**config.mk**
```make
export PLATFORM = sky130hd
export DESIGN_NAME = fetch_unit
export DESIGN_NICKNAME = d
export VERILOG_FILES = /design/src/rtl/fetch_unit.sv
export SDC_FILE = /design/constraint.sdc
export NUM_CORES = 1
export LEC_CHECK = 0
export ABC_AREA = 1
export ABC_CLOCK_PERIOD_IN_PS = 3600
export CELL_PAD_IN_SITES_DETAIL_PLACEMENT = 2
export CELL_PAD_IN_SITES_GLOBAL_PLACEMENT = 2
export CORE_ASPECT_RATIO = 0.5
export CORE_MARGIN = 2
export CORE_UTILIZATION = 20
export DETAILED_ROUTE_END_ITERATION = 6
export PLACE_DENSITY_LB_ADDON = 0.05
export SKIP_CTS_REPAIR_TIMING = 1
export SLEW_MARGIN = 20
export SYNTH_ARGS = -nofsm -noshare
export SYNTH_HDL_FRONTEND = slang
export SYNTH_SLANG_ARGS = --single-unit
```
**constraint.sdc**
```tcl
create_clock -name clk_i -period 3.6 [get_ports clk_i]
set_input_delay 1.08 -clock clk_i [delete_from_list [all_inputs] [get_ports clk_i]]
set_output_delay 1.08 -clock clk_i [all_outputs]
set_load 0.05 [all_outputs]
```
**src/rtl/fetch_unit.sv**
```systemverilog
// Y86-64 fetch stage: owns the F-stage PC, runs the instruction-memory
// request/ack handshake and decodes the fetched 10-byte window.
module fetch_unit #(
  parameter logic [63:0] RESET_PC = 64'h0
) (
  input  logic        clk_i,
  input  logic        rst_n_i,
  input  logic        F_stall_i,
  input  logic [3:0]  M_icode_i,
  input  logic        M_Cnd_i,
  input  logic [63:0] M_valA_i,
  input  logic [3:0]  W_icode_i,
  input  logic [63:0] W_valM_i,
  output logic        imem_req_o,
  output logic [63:0] imem_addr_o,
  input  logic        imem_ack_i,
  input  logic        imem_err_i,
  input  logic [79:0] imem_rdata_i,
  output logic        f_ready_o,
  output logic [2:0]  f_stat_o,
  output logic [63:0] f_pc_o,
  output logic [3:0]  f_icode_o,
  output logic [3:0]  f_ifun_o,
  output logic [3:0]  f_rA_o,
  output logic [3:0]  f_rB_o,
  output logic [63:0] f_valC_o,
  output logic [63:0] f_valP_o
);

  localparam logic [3:0] IHALT = 4'h0;
  localparam logic [3:0] INOP  = 4'h1;
  localparam logic [3:0] IJXX  = 4'h7;
  localparam logic [3:0] ICALL = 4'h8;
  localparam logic [3:0] IRET  = 4'h9;
  localparam logic [3:0] RNONE = 4'hF;

  localparam logic [2:0] SAOK = 3'd1;
  localparam logic [2:0] SHLT = 3'd2;
  localparam logic [2:0] SADR = 3'd3;
  localparam logic [2:0] SINS = 3'd4;

  typedef enum logic [1:0] {
    ST_WAIT = 2'd0,
    ST_HOLD = 2'd1,
    ST_STOP = 2'd2
  } state_t;

  function automatic logic needs_regids(input logic [3:0] icode);
    case (icode)
      4'h2, 4'h3, 4'h4, 4'h5, 4'h6, 4'hA, 4'hB: needs_regids = 1'b1;
      default:                                  needs_regids = 1'b0;
    endcase
  endfunction

  function automatic logic needs_valc(input logic [3:0] icode);
    case (icode)
      4'h3, 4'h4, 4'h5, 4'h7, 4'h8: needs_valc = 1'b1;
      default:                      needs_valc = 1'b0;
    endcase
  endfunction

  state_t      state_r, state_s;
  logic [63:0] fpc_r, fpc_s;
  logic [79:0] ibuf_r, ibuf_s;
  logic        err_r, err_s;
  logic        squash_r, squash_s;

  logic        m_redirect_s;
  logic        redirect_s;
  logic [63:0] target_s;
  logic [3:0]  icode_s;
  logic [3:0]  ifun_s;
  logic        regids_s;
  logic        valc_s;
  logic [63:0] valc_val_s;
  logic [63:0] valp_s;
  logic [63:0] pred_pc_s;
  logic [2:0]  stat_s;

  // A mispredicted jXX in M outranks a ret in W.
  assign m_redirect_s = (M_icode_i == IJXX) && !M_Cnd_i;
  assign redirect_s   = m_redirect_s || (W_icode_i == IRET);
  assign target_s     = m_redirect_s ? M_valA_i : W_valM_i;

  // An address error replaces the fetched bytes with a NOP.
  assign icode_s    = err_r ? INOP : ibuf_r[7:4];
  assign ifun_s     = err_r ? 4'h0 : ibuf_r[3:0];
  assign regids_s   = needs_regids(icode_s);
  assign valc_s     = needs_valc(icode_s);
  assign valc_val_s = regids_s ? ibuf_r[79:16] : ibuf_r[71:8];
  assign valp_s     = fpc_r + 64'd1 + {63'd0, regids_s} + {60'd0, valc_s, 3'd0};
  assign pred_pc_s  = ((icode_s == IJXX) || (icode_s == ICALL)) ? valc_val_s : valp_s;

  // Instruction status from the latched error flag and decoded icode.
  always_comb begin
    stat_s = SAOK;
    if (err_r) begin
      stat_s = SADR;
    end else if (icode_s > 4'hB) begin
      stat_s = SINS;
    end else if (icode_s == IHALT) begin
      stat_s = SHLT;
    end else begin
      stat_s = SAOK;
    end
  end

  // Next-state logic for the fetch handshake and PC selection.
  always_comb begin
    state_s  = state_r;
    fpc_s    = fpc_r;
    ibuf_s   = ibuf_r;
    err_s    = err_r;
    squash_s = squash_r;
    case (state_r)
      ST_WAIT: begin
        if (imem_ack_i) begin
          if (redirect_s) begin
            fpc_s    = target_s;
            squash_s = 1'b0;
          end else if (squash_r) begin
            squash_s = 1'b0;
          end else begin
            ibuf_s  = imem_rdata_i;
            err_s   = imem_err_i;
            state_s = ST_HOLD;
          end
        end else if (redirect_s) begin
          // The in-flight request cannot be retracted; its response is dropped.
          fpc_s    = target_s;
          squash_s = 1'b1;
        end else begin
          squash_s = squash_r;
        end
      end
      ST_HOLD: begin
        if (redirect_s) begin
          fpc_s    = target_s;
          squash_s = 1'b0;
          state_s  = ST_WAIT;
        end else if (F_stall_i) begin
          state_s = ST_HOLD;
        end else begin
          fpc_s = pred_pc_s;
          if (stat_s == SAOK) begin
            state_s = ST_WAIT;
          end else begin
            state_s = ST_STOP;
          end
        end
      end
      ST_STOP: begin
        if (redirect_s) begin
          fpc_s    = target_s;
          squash_s = 1'b0;
          state_s  = ST_WAIT;
        end else begin
          state_s = ST_STOP;
        end
      end
      default: begin
        state_s  = ST_WAIT;
        fpc_s    = RESET_PC;
        squash_s = 1'b0;
      end
    endcase
  end

  // State and datapath registers.
  always_ff @(posedge clk_i or negedge rst_n_i) begin
    if (!rst_n_i) begin
      state_r  <= ST_WAIT;
      fpc_r    <= RESET_PC;
      ibuf_r   <= 80'd0;
      err_r    <= 1'b0;
      squash_r <= 1'b0;
    end else begin
      state_r  <= state_s;
      fpc_r    <= fpc_s;
      ibuf_r   <= ibuf_s;
      err_r    <= err_s;
      squash_r <= squash_s;
    end
  end

  assign imem_req_o  = (state_r == ST_WAIT);
  assign imem_addr_o = fpc_r;
  assign f_ready_o   = (state_r == ST_HOLD) && !redirect_s;
  assign f_stat_o    = stat_s;
  assign f_pc_o      = fpc_r;
  assign f_icode_o   = icode_s;
  assign f_ifun_o    = ifun_s;
  assign f_rA_o      = regids_s ? ibuf_r[15:12] : RNONE;
  assign f_rB_o      = regids_s ? ibuf_r[11:8]  : RNONE;
  assign f_valC_o    = valc_val_s;
  assign f_valP_o    = valp_s;

endmodule

```
Fig. 1: run 1, clock distribution
Scale: 2 px per um.
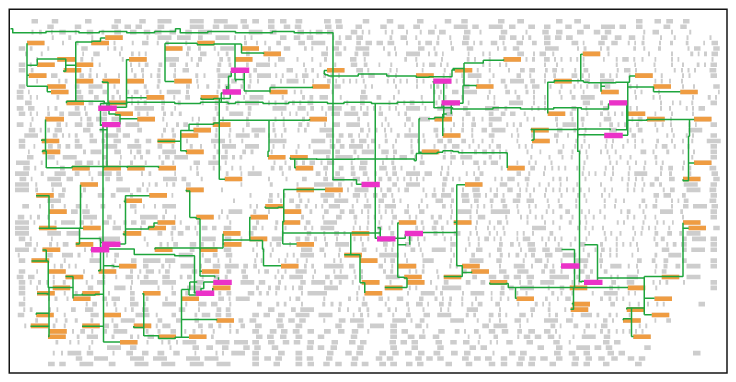
legend:
  flip-flops:
    color: orange
    count: 148
  clock wires:
    color: green
    length: 3450 um
  clock drivers:
    color: magenta
    count: 17
routed clock nets: 18
flops lie: widely spread
Worst Skew: 0.0124 ns
Clk pwr share: 0.077
Clock Power: 1.97 mW
Clk Latency, worst-skew pair: 0.49 ns

Fig. 2: run 1, cell classes on the final placement
Scale: 1.5 px per um. Fill, decap, tap and diode cells in gray.
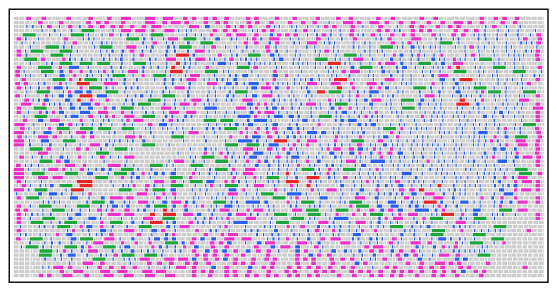
legend:
  sequential cells:
    color: green
    cells: 148
  combinational and other logic:
    color: blue
    cells: 1737
  clock drivers and dummy loads:
    color: red
    cells: 32
  remaining buffers and delay cells:
    color: magenta
    cells: 716
core area: 61600 um2
Final Core Density: 0.365
Seq area share: 0.165
row cnt: 64

Fig. 3: run 1, routing congestion
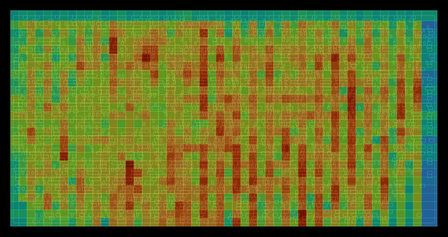
total track usage: 0.242
met1 Use GR: 0.343
Avg WL per Cell: 23.4 um
met3 global-route usage: 0.0415
Most Crowded Layer GR: met2

Fig. 4: run 1, PDN straps and rails
Scale: 1.5 px per um. Pins as bars on the die edge.
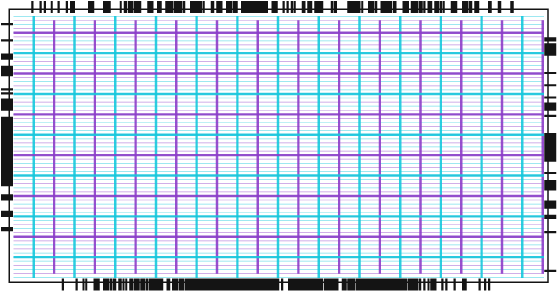
legend:
  VSS:
    color: cyan
  VDD:
    color: purple
rows: 64
met1 rails: 65
signal pins: 499
met4 straps: 26
DIE HEIGHT: 181 um
VDD IR max: 0.000819 V

==> reports/results.ini, run 1 <==
[outcome]
outcome=finished with violations
violations=negative setup slack

[logic_synthesis]
edf_count=0
syn_nets=2265
ys_sh_adder=0.00698
synth.avg_cell_area_um2=6.16
synthFlopType=dfrtp_1
synthTopCellsByArea=dfrtp_1, nand2_1, nor2_1
most_common_cell=nand2_1
logic_family=simple AND/OR/NAND/NOR gates
ys_sh_aoi=0.119
netlist.area_leader.share=0.295
netlist_area_um2=12500
ys_sh_simple=0.382
ys_area_um2=12500
synthMuxAreaShare=0.0277
top_cells_by_count=nand2_1, nor2_1, inv_1
async_flop_share=1.00
ys_sh_xor=0.0203
synthCells=2036
synth_cell_types=40
ys_cells=2036
top_area_cell=dfrtp_1
yosys_register_bits=148
yosysWarnings=0
ys_seq_share=0.295

[sta]
rsz0062_at_grt=yes
tns_ns=-25.37
tightest_slew_ns=0.750
max_slew_margin=0.495
clock.fmax_ghz=0.240
setup_viol_count_final=62
final-hold-violation-count=0
post-route-min-period_ns=4.17
finalCritPeriodShare=1.16
hold_slack_ns=0.486
maxSlewViolCount=0
final.setup.worst_slack_ns=-0.571

[clocking]
tritoncts=yes
h-tree-depth=4
cts_max_path_buffers=2
cts_num_sinks=148
cts_root_buffer=clkbuf_16
cts-buffers-inserted=17
clkSlewWorstSetupHoldPaths_ns=0.08

[placement]
pre_cts_ws_ns=-0.265
gp_congestion=0.841
io_buffers=498
post-place-cells=3396
dp_hpwl_um=64200
place_area_um2=20700

[final_layout]
layout-drive-gt1-share=0.229
final_nets=2849
n_fill_cell=7162
areaGrowthSynthToFinish_pct=79.0
finalNonFillerCells=3461
design_area_um2=22500

[worst_setup_path]
r2r_slack_ns=0.45
arrival_ns=3.09
crit_required_ns=2.52
rr_endpoint=f_pc_o[58]$_DFFE_PN0P_
path_buffers=6
start_kind=register
critical_path.most_common_cell=nand2_4
path_cells=clkinv_4, nand2_4, nand2_4, nor2_4, nor2_8, buf_6, nand2_8, inv_6, ha_4, inv_4, ha_4, nand3_4, nand2_8, nand2_4, buf_6, nor2_4, nand2_4, nor2_2, nand2_1, and2_4, buf_12
worst_path_max_delay_cell=dfrtp_2
crit_type=register to output port
max_stage_delay_ns=0.40
crit_family=simple AND/OR/NAND/NOR gates
critPathCaptureType=output port
crit_fanout=8
reg2reg_from=err_r$_DFFE_PN0P_
r2r_cells=25

[flow_run]
warnings=34
maxCapViolations=0

[power_and_ir_drop]
power_leader=combinational logic
p_sw_frac=0.560
p_per_area_nw_per_um2=1130
sequentialPower_mw=3.33
p_seq_frac=0.131
internal_power_mw=11.2
leakage_nw=10.7
switchingPower_mw=14.3
combPwrFrac=0.792
pg_comb_mw=20.2
finalPower_mw=25.5

[floorplanning]
die.size.x_um=358
die-area_um2=64900
core_util_floorplan=0.204
pin_count=499

[detailed_routing]
drt_first_pass_iters=4
ant_nets=0
wl_met1_um=39000
finalWirelength_um=81000
first_iter_violations=847
highest_layer=met4
dr_wl_met2_um=38200
vias=15600
drc=0
routed-wl-met3_um=3000
vias_per_cell=4.51

[min_path]
min_path_type=input pin to async pin

[grt]
grt-ovfl-total=0
grt_antenna_before_repair=6
grt_pass1_wl_um=113000
grt_pass1_vias=16300
grt_max_degree=114
grt_use_met2=0.390

-- run 1: how the worst max path moves through the flow --
stage | startpoint | to | slack [ns] | cells past startpoint
after floorplan | ibuf_r[5]$_DFFE_PN0P_ | f_valP_o[48] | 0.002 | 16
after CTS | err_r$_DFFE_PN0P_ | f_valP_o[35] | -0.86 | 16
after global placement | err_r$_DFFE_PN0P_ | f_valP_o[35] | -0.16 | 15
after global routing | err_r$_DFFE_PN0P_ | f_valP_o[62] | -0.73 | 21
after detailed placement | err_r$_DFFE_PN0P_ | f_valP_o[35] | -0.26 | 16
final | err_r$_DFFE_PN0P_ | f_valP_o[62] | -0.57 | 21
-- run 1: cell type report --
class,count,area (um2),area share
clock inverters,14,159,0.00708
inverters,248,950,0.0423
multi-input cells,1489,7920,0.353
well taps,825,1030,0.0460
diodes,3,7.51,0.000334
repair buffers,716,8250,0.367
flip-flops and latches,148,3710,0.165
clock buffers,18,429,0.0191
-- run 1: cell usage in the layout, fill, tap and decap left out, types with 6 or more instances in the layout --
cell type / count
buf_12: 145
nor2_2: 9
nand4_1: 12
o21ai_4: 10
nand3_1: 120
or2_2: 6
buf_6: 19
xor2_1: 6
o21ai_0: 52
mux2i_1: 28
o211ai_2: 10
nand2_4: 15
and2_1: 19
o21ai_1: 36
buf_4: 186
inv_1: 216
nand2_2: 24
dfrtp_1: 144
mux2_2: 6
nand2_1: 647
nor2_4: 18
xor2_4: 6
o211ai_1: 27
inv_2: 26
and2_4: 19
o21ai_2: 18
o22ai_1: 6
a21oi_1: 78
nor2_1: 257
nand2_8: 6
xor2_2: 7
clkbuf_16: 20
clkdlybuf4s50_1: 360
-- run 1: sequential cells by signal, indices dropped and copies added, names as in the netlist --
name and flops:
err_r 1, f_pc_o 64, ibuf_r 80, squash_r 1, state_r 2
Fig. 5: run 1, sequential cells grouped by signal name
Scale: 1.5 px per um. Other sequential cells in the stronger gray, the rest of the logic in the fainter gray.
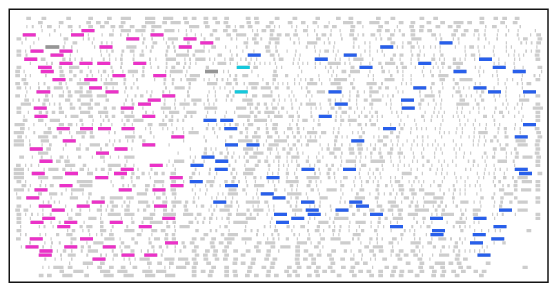

==> run 2: changes to the inputs <==
--- a/config.mk
+++ b/config.mk
@@ -11,8 +11,9 @@
 export CELL_PAD_IN_SITES_GLOBAL_PLACEMENT = 2
 export CORE_ASPECT_RATIO = 0.5
 export CORE_MARGIN = 2
-export CORE_UTILIZATION = 20
+export CORE_UTILIZATION = 29
 export DETAILED_ROUTE_END_ITERATION = 6
+export DONT_BUFFER_PORTS = 1
 export PLACE_DENSITY_LB_ADDON = 0.05
 export SKIP_CTS_REPAIR_TIMING = 1
 export SLEW_MARGIN = 20
Fig. 6: run 2, sequential cells grouped by signal name
Scale: 2 px per um. Other sequential cells in the stronger gray, the rest of the logic in the fainter gray.
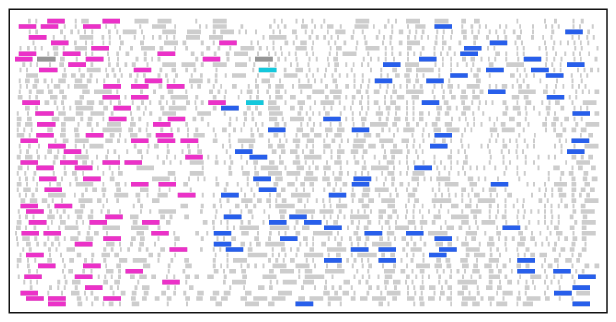
legend:
  ibuf_r:
    color: magenta
    flops: 80
    where: a column on the left
  f_pc_o:
    color: blue
    flops: 64
  state_r:
    color: cyan
    flops: 2
not colored: 2
Final Core Density: 0.430
Seq. cell area: 3710 um2

Fig. 7: run 2, routing congestion
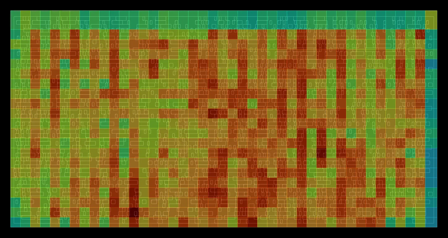
met3 global-route usage: 0.0759
met1 Use GR: 0.424
grt met2 use: 0.502

Fig. 8: run 2, PDN straps and rails
Scale: 1.5 px per um. Pins as bars on the die edge.
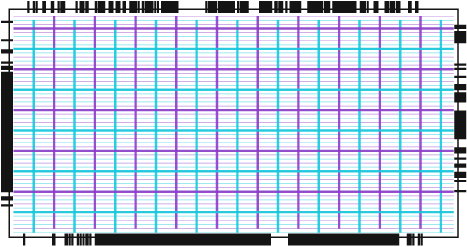
legend:
  VSS:
    color: cyan
  VDD:
    color: purple
met4 straps: 21
rows: 53
signal pins: 499
core area: 42300 um2
VDD IR max: 0.000637 V

==> run 2 against run 1 <==
  * The flow still finishes with violations (negative setup slack)
  * Total power down 11%
  * Hold slack worse by 0.18 ns
  * Via count down 4.4%
  * Maximum frequency down 1.9%
  * Non-clock buffer count down 362
  * Global-route usage up 6.9 points
  * Synthesized area unchanged
  * Sequential power down 6.0%
  * Clock-buffer cell count unchanged
  * Synthesized cell count unchanged
  * Die size down 31%
  * Largest cell class is now multi-input combinational cells
  * Largest power group unchanged
==> reports/results.ini, run 2 <==
[detailed_routing]
ant_nets=0
wl_per_cell_um=26.9
drt_first_pass_iters=5
finalWirelength_um=76600
first_iter_violations=988
drc=0
vias_per_cell=5.23
vias=14900

[logic_synthesis]
ys_seq_share=0.295
synth.avg_cell_area_um2=6.16
ys_cells=2036
ys_area_um2=12500
yosysWarnings=0
edf_count=0
async_flop_share=1.00
synthCells=2036
synth_cell_types=40
ys_sh_xor=0.0203
top_cells_by_count=nand2_1, nor2_1, inv_1
synthMuxAreaShare=0.0277
syn_nets=2265
synthFlopType=dfrtp_1
yosys_register_bits=148
top_area_cell=dfrtp_1
ys_sh_adder=0.00698
logic_family=simple AND/OR/NAND/NOR gates
netlist_area_um2=12500
most_common_cell=nand2_1
ys_sh_simple=0.382
netlist.area_leader.share=0.295
ys_sh_aoi=0.119

[sta]
rsz0062_at_grt=yes
max_slew_margin=0.369
hold_slack_ns=0.301
final-hold-violation-count=0
setup_viol_count_final=70
tightest_slew_ns=0.943
maxSlewViolCount=0
finalCritPeriodShare=1.18
clock.fmax_ghz=0.235
tns_ns=-27.77
skew_ns=0.0177
final.setup.worst_slack_ns=-0.650
post-route-min-period_ns=4.25

[placement]
post-place-cells=2786
place_area_um2=15900
pre_cts_ws_ns=-0.227
dp_hpwl_um=57100
gp_congestion=0.915
io_buffers=0

[final_layout]
layout.cells.most_common=nand2_1
sh_comb_area=0.458
dominant_cells=multi-input combinational cells
inverters=248
finalNonFillerCells=2851
seq_cells=148
largest_reg_flops=80
n_fill_cell=5061
num_antenna_cells=3
top_register=ibuf_r
clkbuf_count=18
buf_share=0.212
layout-drive-gt1-share=0.287
buffers=354
multi_input_comb_cells=1489
areaGrowthSynthToFinish_pct=45.1
design_area_um2=18200
sh_seq_area=0.204
logic_area_um2=8340
layout_top_cells=nand2_1, nor2_1, buf_4
clock_area_frac=0.0308
final_nets=2487

[clocking]
h-tree-depth=4
cts_max_path_buffers=2
cts_root_buffer=clkbuf_16
cts_num_sinks=148
tritoncts=yes
cts-buffers-inserted=17
clkSlewWorstSetupHoldPaths_ns=0.08
clock_latency_ns=0.47

[grt]
grt_max_degree=149
grt_antenna_before_repair=7
grt_pass1_vias=15500
grt-ovfl-total=0
grt_pass1_wl_um=103000
grt_usage=0.311

[worst_setup_path]
path_buffers=4
worst_path_max_delay_cell=dfrtp_2
crit_fanout=6
crit_family=simple AND/OR/NAND/NOR gates
crit_required_ns=2.52
path_cells=inv_2, nand3_4, nor2_4, nor2_8, buf_6, nand2_8, inv_6, ha_4, inv_4, ha_4, nand3_4, nand2_8, nand2_8, nor2_4, nand2_4, nor2_4, nand2_2, and2_4
crit_type=register to output port
critPathCaptureType=output port
arrival_ns=3.17

[min_path]
min_path_type=input pin to async pin

[floorplanning]
die_h_um=151
taps=577
pin_count=499
die.size.x_um=298
core_util_floorplan=0.296
rows=53
die-area_um2=45000

[power_and_ir_drop]
combPwrFrac=0.781
pg_comb_mw=17.8
switchingPower_mw=13.9
power_clock_mw=1.86
p_seq_frac=0.137
p_sw_frac=0.612
clkPwrFrac=0.082
finalPower_mw=22.8
internal_power_mw=8.82
leakage_nw=9.02
p_per_area_nw_per_um2=1250
sequentialPower_mw=3.13

[outcome]
outcome=finished with violations
violations=negative setup slack

[flow_run]
warnings=37
maxCapViolations=0

run 2: cell count changes in the layout (fill, tap and decap cells not counted), moves of 9 or more:
cell and delta:
buf_4 +42, clkdlybuf4s50_1 -360, nor2_4 +11, nand3_1 -11, inv_1 -12, buf_12 -71
o21ai_1 +14, o21ai_2 -9, nand2_1 -25, nand2_2 +15, buf_6 +23
run 2: final timing paths:
kind,to,slack (ns),from,cells after the start
worst max-delay path,f_valP_o[62],-0.65,ibuf_r[7]$_DFFE_PN0P_,18
worst min-delay path,ibuf_r[22]$_DFFE_PN0P_,0.30,rst_n_i,0
worst max register to register,f_pc_o[58]$_DFFE_PN0P_,0.29,ibuf_r[7]$_DFFE_PN0P_,24
worst min register to register,ibuf_r[2]$_DFFE_PN0P_,0.52,ibuf_r[2]$_DFFE_PN0P_,2
max in group asynchronous,f_pc_o[49]$_DFFE_PN0P_,2.93,rst_n_i,0
min in group clk_i,ibuf_r[2]$_DFFE_PN0P_,0.52,ibuf_r[2]$_DFFE_PN0P_,2
run 2: cell families (layout without fill, tap and decap cells):
logic type                 Yosys count  after routing
DFF                                148            148
xor gates and xnor gates            29             29
other                                0              3
buffers and inverters              399            634
muxes                               34             34
adders and majority gates            7              7
and+or+nand+nor                   1165           1165
AOI/OAI and AO/OA                  254            254
run 2: routing by layer:
| metal | up-vias | track usage | share of wire |
|---|---|---|---|
| met5 | - | 0 | 0.00064 |
| met4 | 6 | 0.0585 | 0.017 |
| met3 | 91 | 0.0759 | 0.059 |
| met2 | 424 | 0.502 | 0.48 |
| met1 | 7680 | 0.424 | 0.45 |
| li1 | 6715 | - | - |
Power and IR drop assume default switching activity.
